## src/rtl/usb_tx_pkg.sv

```systemverilog
// usb_tx_pkg: shared types and constants for the full-speed USB transmitter.
// Contents: FSM state enum, SYNC pattern, CRC16 constants, line encodings
// as {d_plus, d_minus}, and the bit-stuffing threshold.
// Optional build macro: USB_TX_CRC16_EN adds the CRC state and step function.
package usb_tx_pkg;

    typedef enum logic [2:0] {
        IDLE,
        SYNC,
        DATA,
        STUFF,
        EOP_SE0,
        EOP_J
`ifdef USB_TX_CRC16_EN
        , CRC
`endif
    } tx_state_t;

    localparam logic [7:0]  SYNC_BYTE    = 8'h80;
    localparam logic [15:0] CRC16_POLY_R = 16'hA001;
    localparam logic [15:0] CRC16_INIT   = 16'hFFFF;

    // Line encodings, {d_plus, d_minus}
    localparam logic [1:0] LINE_J   = 2'b10;
    localparam logic [1:0] LINE_K   = 2'b01;
    localparam logic [1:0] LINE_SE0 = 2'b00;

    localparam logic [2:0] STUFF_LIMIT = 3'd6;

`ifdef USB_TX_CRC16_EN
    // One reflected CRC16 step for a single transmitted data bit.
    function automatic logic [15:0] crc16_step(input logic [15:0] crc, input logic din);
        logic fb;
        fb = crc[0] ^ din;
        crc16_step = fb ? ((crc >> 1) ^ CRC16_POLY_R) : (crc >> 1);
    endfunction
`endif

endpackage

```

## src/rtl/usb_tx_bit_encoder.sv

```systemverilog
// usb_tx_bit_encoder: NRZI encoder with ones counting and stuff request.
// Ports:
//   clk, n_rst   clock, synchronous active-low reset
//   load         register a new line value on this edge
//   bit_in       logical bit to encode (0 toggles the level, 1 holds it)
//   count_en     count consecutive ones (data/CRC bits); otherwise count clears
//   ovr_en       drive ovr_line instead of an encoded bit (EOP SE0/J)
//   ovr_line     override line value; an override J also returns the level to J
//   line         registered {d_plus, d_minus}
//   stuff_req    six consecutive ones have been sent; a stuffed 0 is due
module usb_tx_bit_encoder
    import usb_tx_pkg::*;
(
    input  logic       clk,
    input  logic       n_rst,
    input  logic       load,
    input  logic       bit_in,
    input  logic       count_en,
    input  logic       ovr_en,
    input  logic [1:0] ovr_line,
    output logic [1:0] line,
    output logic       stuff_req
);

    logic       level;      // 1 = J, 0 = K
    logic       level_n;
    logic [2:0] ones_cnt;

    assign level_n   = bit_in ? level : ~level;
    assign stuff_req = (ones_cnt == STUFF_LIMIT);

    always_ff @(posedge clk) begin
        if (!n_rst) begin
            line     <= LINE_J;
            level    <= 1'b1;
            ones_cnt <= '0;
        end else if (load) begin
            if (ovr_en) begin
                line     <= ovr_line;
                ones_cnt <= '0;
                if (ovr_line == LINE_J) begin
                    level <= 1'b1;
                end
            end else begin
                level    <= level_n;
                line     <= level_n ? LINE_J : LINE_K;
                ones_cnt <= (count_en && bit_in) ? ones_cnt + 3'd1 : '0;
            end
        end
    end

endmodule

```

## src/rtl/usb_transmitter.sv

```systemverilog
// usb_transmitter: full-speed USB packet transmitter (SYNC, payload, EOP).
// Pulls bytes from a first-word-fall-through FIFO, serialises LSB-first with
// bit stuffing and NRZI, and drives the USB lines directly.
// Ports:
//   clk, n_rst       clock, synchronous active-low reset
//   tx_start         one-cycle packet request (ignored while busy or FIFO empty)
//   tx_empty/tx_data FIFO status and head byte
//   tx_rd            pop strobe, high in the cycle the head byte is latched
//   d_plus/d_minus   USB lines
//   tx_busy          high from SYNC through the end of EOP
//   tx_done          one-cycle pulse after EOP
// Optional build macro: USB_TX_CRC16_EN appends an inverted CRC16 over all
// bytes after the PID when the FIFO runs empty.
module usb_transmitter #(
    parameter int unsigned CLKS_PER_BIT = 8
) (
    input  logic       clk,
    input  logic       n_rst,
    input  logic       tx_start,
    input  logic       tx_empty,
    input  logic [7:0] tx_data,
    output logic       tx_rd,
    output logic       d_plus,
    output logic       d_minus,
    output logic       tx_busy,
    output logic       tx_done
);
    import usb_tx_pkg::*;

    localparam int unsigned    CW       = $clog2(CLKS_PER_BIT);
    localparam logic [CW-1:0]  LAST_CNT = CW'(CLKS_PER_BIT - 1);

    tx_state_t     state, state_n;
    logic [CW-1:0] bit_cnt, bit_cnt_n;
    logic [3:0]    bit_idx, bit_idx_n, idx_inc;
    logic [7:0]    shreg, shreg_n;
    logic          tx_done_n;
    logic          end_of_bit;
    logic          fetch;

    logic          enc_load, enc_bit, enc_count, enc_ovr;
    logic [1:0]    enc_ovr_line;
    logic [1:0]    line;
    logic          stuff_req;

`ifdef USB_TX_CRC16_EN
    logic [15:0]   crc, crc_n, crc_sh, crc_sh_n;
    logic          in_crc, in_crc_n;
    logic          first_byte, first_byte_n;
    logic          ctx_crc;
    assign ctx_crc = (state == CRC) || ((state == STUFF) && in_crc);
`endif

    assign end_of_bit = (bit_cnt == LAST_CNT);
    assign idx_inc    = bit_idx + 4'd1;

    always_comb begin
        state_n      = state;
        bit_cnt_n    = '0;
        bit_idx_n    = bit_idx;
        shreg_n      = shreg;
        tx_done_n    = 1'b0;
        fetch        = 1'b0;
        enc_load     = 1'b0;
        enc_bit      = 1'b0;
        enc_count    = 1'b0;
        enc_ovr      = 1'b0;
        enc_ovr_line = LINE_J;
`ifdef USB_TX_CRC16_EN
        crc_n        = crc;
        crc_sh_n     = crc_sh;
        in_crc_n     = in_crc;
        first_byte_n = first_byte;
`endif
        if (state != IDLE) begin
            bit_cnt_n = end_of_bit ? '0 : bit_cnt + 1'b1;
        end

        case (state)
            IDLE: begin
`ifdef USB_TX_CRC16_EN
                in_crc_n = 1'b0;
`endif
                if (tx_start && !tx_empty) begin
                    state_n   = SYNC;
                    bit_idx_n = '0;
                    enc_load  = 1'b1;
                    enc_bit   = SYNC_BYTE[0];
                end
            end

            SYNC: begin
                if (end_of_bit) begin
                    if (bit_idx == 4'd7) begin
                        bit_idx_n = '0;
                        enc_load  = 1'b1;
                        if (!tx_empty) begin
                            fetch     = 1'b1;
                            shreg_n   = tx_data;
                            state_n   = DATA;
                            enc_bit   = tx_data[0];
                            enc_count = 1'b1;
`ifdef USB_TX_CRC16_EN
                            first_byte_n = 1'b1;
                            crc_n        = CRC16_INIT;
`endif
                        end else begin
                            state_n      = EOP_SE0;
                            enc_ovr      = 1'b1;
                            enc_ovr_line = LINE_SE0;
                        end
                    end else begin
                        bit_idx_n = idx_inc;
                        enc_load  = 1'b1;
                        enc_bit   = SYNC_BYTE[idx_inc[2:0]];
                    end
                end
            end

`ifdef USB_TX_CRC16_EN
            DATA, STUFF, CRC: begin
`else
            DATA, STUFF: begin
`endif
                if (end_of_bit) begin
`ifdef USB_TX_CRC16_EN
                    if (state == DATA && !first_byte) begin
                        crc_n = crc16_step(crc, shreg[bit_idx[2:0]]);
                    end
`endif
                    enc_load  = 1'b1;
                    enc_count = 1'b1;
                    // Stuffing takes priority; bit_idx is left alone so the
                    // byte-boundary fetch happens when the stuffed bit ends.
                    if (stuff_req) begin
                        state_n = STUFF;
                        enc_bit = 1'b0;
`ifdef USB_TX_CRC16_EN
                    end else if (ctx_crc) begin
                        if (bit_idx == 4'd15) begin
                            state_n      = EOP_SE0;
                            bit_idx_n    = '0;
                            enc_ovr      = 1'b1;
                            enc_ovr_line = LINE_SE0;
                        end else begin
                            state_n   = CRC;
                            bit_idx_n = idx_inc;
                            enc_bit   = crc_sh[idx_inc];
                        end
`endif
                    end else if (bit_idx == 4'd7) begin
                        bit_idx_n = '0;
                        if (!tx_empty) begin
                            fetch   = 1'b1;
                            shreg_n = tx_data;
                            state_n = DATA;
                            enc_bit = tx_data[0];
`ifdef USB_TX_CRC16_EN
                            first_byte_n = 1'b0;
`endif
                        end else begin
`ifdef USB_TX_CRC16_EN
                            state_n  = CRC;
                            in_crc_n = 1'b1;
                            crc_sh_n = ~crc_n;
                            enc_bit  = crc_sh_n[0];
`else
                            state_n      = EOP_SE0;
                            enc_ovr      = 1'b1;
                            enc_ovr_line = LINE_SE0;
`endif
                        end
                    end else begin
                        state_n   = DATA;
                        bit_idx_n = idx_inc;
                        enc_bit   = shreg[idx_inc[2:0]];
                    end
                end
            end

            EOP_SE0: begin
                if (end_of_bit) begin
                    if (bit_idx == 4'd1) begin
                        state_n      = EOP_J;
                        bit_idx_n    = '0;
                        enc_load     = 1'b1;
                        enc_ovr      = 1'b1;
                        enc_ovr_line = LINE_J;
                    end else begin
                        bit_idx_n = idx_inc;
                    end
                end
            end

            EOP_J: begin
                if (end_of_bit) begin
                    state_n   = IDLE;
                    tx_done_n = 1'b1;
                end
            end

            default: state_n = IDLE;
        endcase
    end

    always_ff @(posedge clk) begin
        if (!n_rst) begin
            state   <= IDLE;
            bit_cnt <= '0;
            bit_idx <= '0;
            shreg   <= '0;
            tx_done <= 1'b0;
`ifdef USB_TX_CRC16_EN
            crc        <= CRC16_INIT;
            crc_sh     <= '0;
            in_crc     <= 1'b0;
            first_byte <= 1'b0;
`endif
        end else begin
            state   <= state_n;
            bit_cnt <= bit_cnt_n;
            bit_idx <= bit_idx_n;
            shreg   <= shreg_n;
            tx_done <= tx_done_n;
`ifdef USB_TX_CRC16_EN
            crc        <= crc_n;
            crc_sh     <= crc_sh_n;
            in_crc     <= in_crc_n;
            first_byte <= first_byte_n;
`endif
        end
    end

    usb_tx_bit_encoder u_enc (
        .clk       (clk),
        .n_rst     (n_rst),
        .load      (enc_load),
        .bit_in    (enc_bit),
        .count_en  (enc_count),
        .ovr_en    (enc_ovr),
        .ovr_line  (enc_ovr_line),
        .line      (line),
        .stuff_req (stuff_req)
    );

    // Gated so a reset landing on a fetch cycle never pops the FIFO.
    assign tx_rd   = fetch & n_rst;
    assign tx_busy = (state != IDLE);
    assign d_plus  = line[1];
    assign d_minus = line[0];

endmodule

```

## config.mk

```make
export PLATFORM = sky130hd
export DESIGN_NAME = usb_transmitter
export DESIGN_NICKNAME = d
export VERILOG_FILES = /design/src/rtl/usb_tx_pkg.sv /design/src/rtl/usb_tx_bit_encoder.sv /design/src/rtl/usb_transmitter.sv
export SDC_FILE = /design/constraint.sdc
export NUM_CORES = 1
export LEC_CHECK = 0
export CAP_MARGIN = 20
export CORE_MARGIN = 3
export CORE_UTILIZATION = 58
export DETAILED_ROUTE_END_ITERATION = 6
export PLACE_DENSITY = 0.91
export SLEW_MARGIN = 25
export SYNTH_ARGS = -nofsm -noshare
export SYNTH_HDL_FRONTEND = slang
export SYNTH_SLANG_ARGS = --single-unit
```

## constraint.sdc

```tcl
create_clock -name clk -period 6.3 [get_ports clk]
set_input_delay 1.89 -clock clk [delete_from_list [all_inputs] [get_ports clk]]
set_output_delay 1.89 -clock clk [all_outputs]
set_load 0.1 [all_outputs]
```

==> run notes, run 1 <==
run metrics: post-cts sizing count=0, met2 usage=34.8%, number of OpenROAD warnings=29, Setup Skew=0.00603 ns, FMAX=182 MHz, Startpoint Class=input port, Adder Area Share=6.34%, Yosys top cell by instances=dfxtp_1, CTS Sinks=25, Ys Warns=0, clk pwr=0.0000736 W, Setup violations, final=0, clock share of power=27.2%, Top logic family=simple AND/OR/NAND/NOR gates, number of enable flip-flop cells=0, VDD IR-drop max=0.000148 V, vias in the first global route=1107, CTS root buf=clkbuf_4, Final WS setup=0.815 ns, CP arrival=3.59 ns, Comb power frac=12.7%, wire per inst=14.4 µm, Max Used Layer=met4, non-filler cells, final=195, Die Y=54.8 µm, Basic Gates by Area=25.0%, most instantiated logic cells after routing=dfxtp_1 (25), clkdlybuf4s50_1 (15), nor2_1 (14), nand2_1 (11), mux2i_1 (10), top cell type by total area after synthesis=dfxtp_1, CP required=4.41 ns, logic share of the area=52.4%, Synth mux share=10.5%, Signal buf overhead=10.5%, status=finished clean, CP delay by family, top=simple AND/OR/NAND/NOR gates, Synth top cells by count=dfxtp_1 (25), nor2_1 (14), nand2_1 (11), mux2i_1 (10), a21oi_1 (9), global-route wire length before repair=4660 µm
Run 1, sizing map:
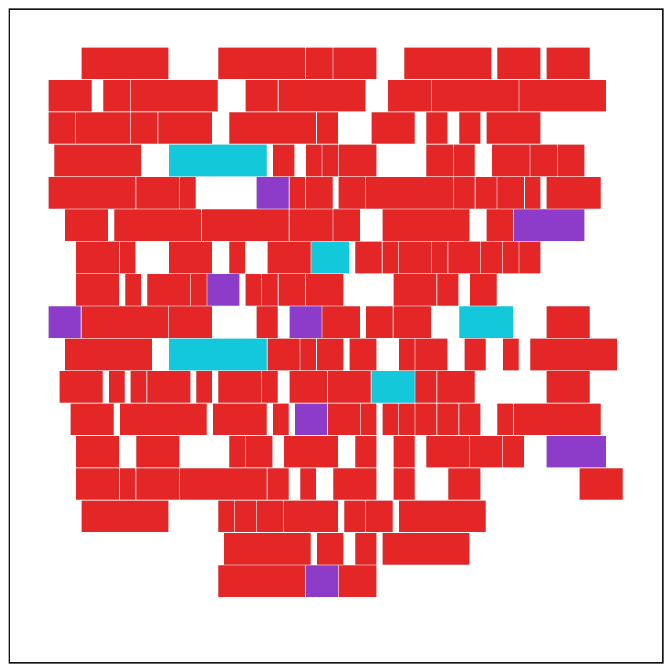
Purple is _3 and _4 cells, cells 8. Red is _0 and _1 cells, cells 154. Cyan is _2 cells, cells 5.
non-clock buffer count: 17
P&R area growth vs syn: 14.0%
Layout Cell Area excl Fill: 1580 µm²

Run 1, metal 1:
Supply wires on this layer in grey.
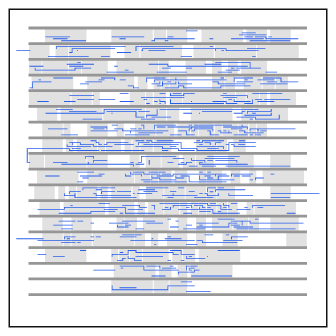
170 nets have wire on it. The layer carries 1250 µm of wire.

Run 1, cell classes on the final placement:
Scale bar: 20 µm.
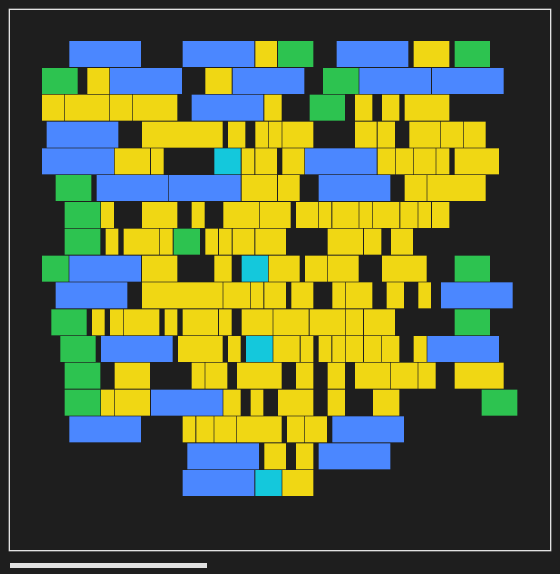
Blue is flops, cells 25, share of their area 32%. Yellow is combinational and other logic, cells 121, share of their area 55%. Cyan is clock drivers and dummy loads, cells 4, share of their area 1.9%. Green is other buffers and delay cells, cells 17, share of their area 11%.
sequential share of cell area: 31.8%
post-layout util: 70.5%
core area: 2230 µm²
row cnt: 17

## Run 2: what changed since run 1
HOLD_SLACK_MARGIN = 0.08   (was default)
Run 2, cell classes on the final placement:
Scale bar: 20 µm.
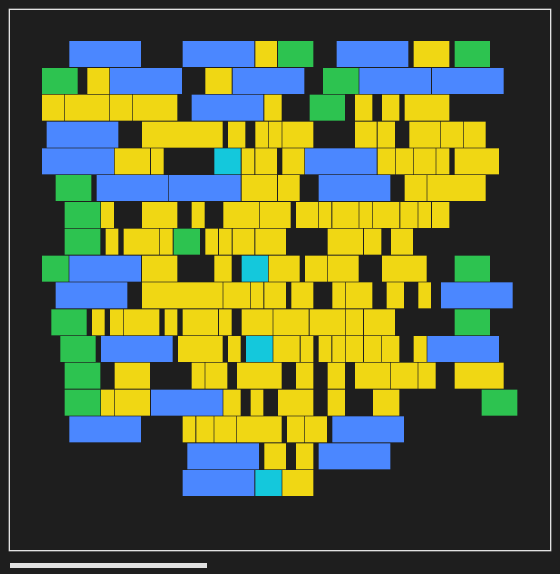
Blue is flops, cells 25, share of their area 32%. Green is other buffers and delay cells, cells 17, share of their area 11%. Yellow is combinational and other logic, cells 121, share of their area 55%. Cyan is clock drivers and dummy loads, cells 4, share of their area 1.9%.

Run 2, sizing map:
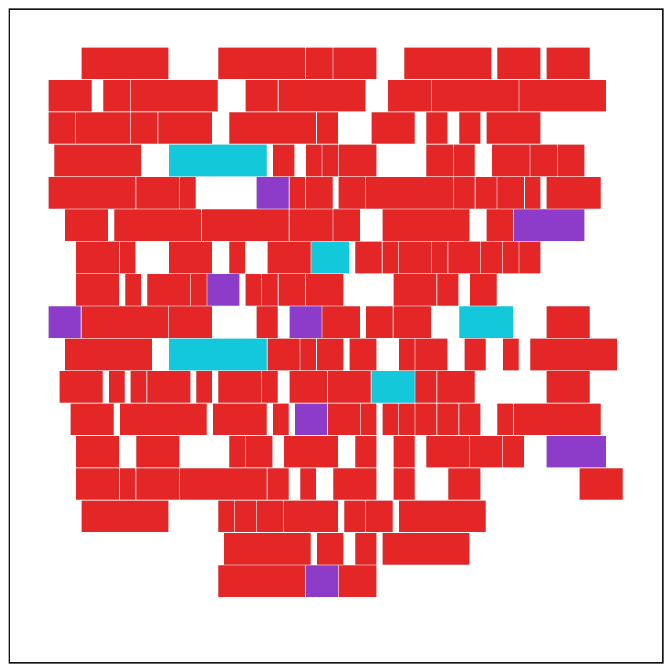
Purple is _3 and _4 cells, cells 8. Red is _0 and _1 cells, cells 154. Cyan is _2 cells, cells 5.

==> run notes, run 2 <==
run metrics: non-filler cells, final=195 (unchanged), Top logic family=simple AND/OR/NAND/NOR gates, CTS tree=yes, FMAX=182 MHz (unchanged), most instantiated logic cells after routing=dfxtp_1 (25), clkdlybuf4s50_1 (15), nor2_1 (14), nand2_1 (11), mux2i_1 (10), CP delay by family, top=simple AND/OR/NAND/NOR gates, wire per inst=14.4 µm (unchanged), Signal buf overhead=10.5% (unchanged), Layout Cell Area excl Fill=1580 µm² (unchanged), post-cts sizing count=0 (unchanged), Yosys top cell by instances=dfxtp_1, clock share of power=27.2% (about the same), CTS root buf=clkbuf_4, number of OpenROAD warnings=29 (unchanged), Max Used Layer=met4, logic share of the area=52.4% (unchanged), CP bufs+invs=2, Hold Crit Depth=1, Final WS setup=0.815 ns (unchanged), P&R area growth vs syn=14.0% (unchanged), Comb power frac=12.7% (about the same), core area=2230 µm² (unchanged), Setup violations, final=0 (unchanged), VDD IR-drop max=0.000148 V (unchanged), Adder Area Share=6.34% (unchanged), Ys Warns=0 (unchanged), Synth top cells by count=dfxtp_1 (25), nor2_1 (14), nand2_1 (11), mux2i_1 (10), a21oi_1 (9), post-layout util=70.5% (unchanged), top cell type by total area after synthesis=dfxtp_1, non-clock buffer count=17 (unchanged), CTS Sinks=25 (unchanged), CP arrival=3.59 ns (about the same), number of enable flip-flop cells=0 (unchanged), status=finished clean, global-route wire length before repair=4660 µm (unchanged), CP required=4.41 ns (about the same), clk pwr=0.0000736 W (about the same), Setup Skew=0.00603 ns (unchanged), Leak=0.634 nW, sequential share of cell area=31.8% (unchanged), Synth mux share=10.5% (unchanged)
Power is estimated from default activity; no workload was simulated.
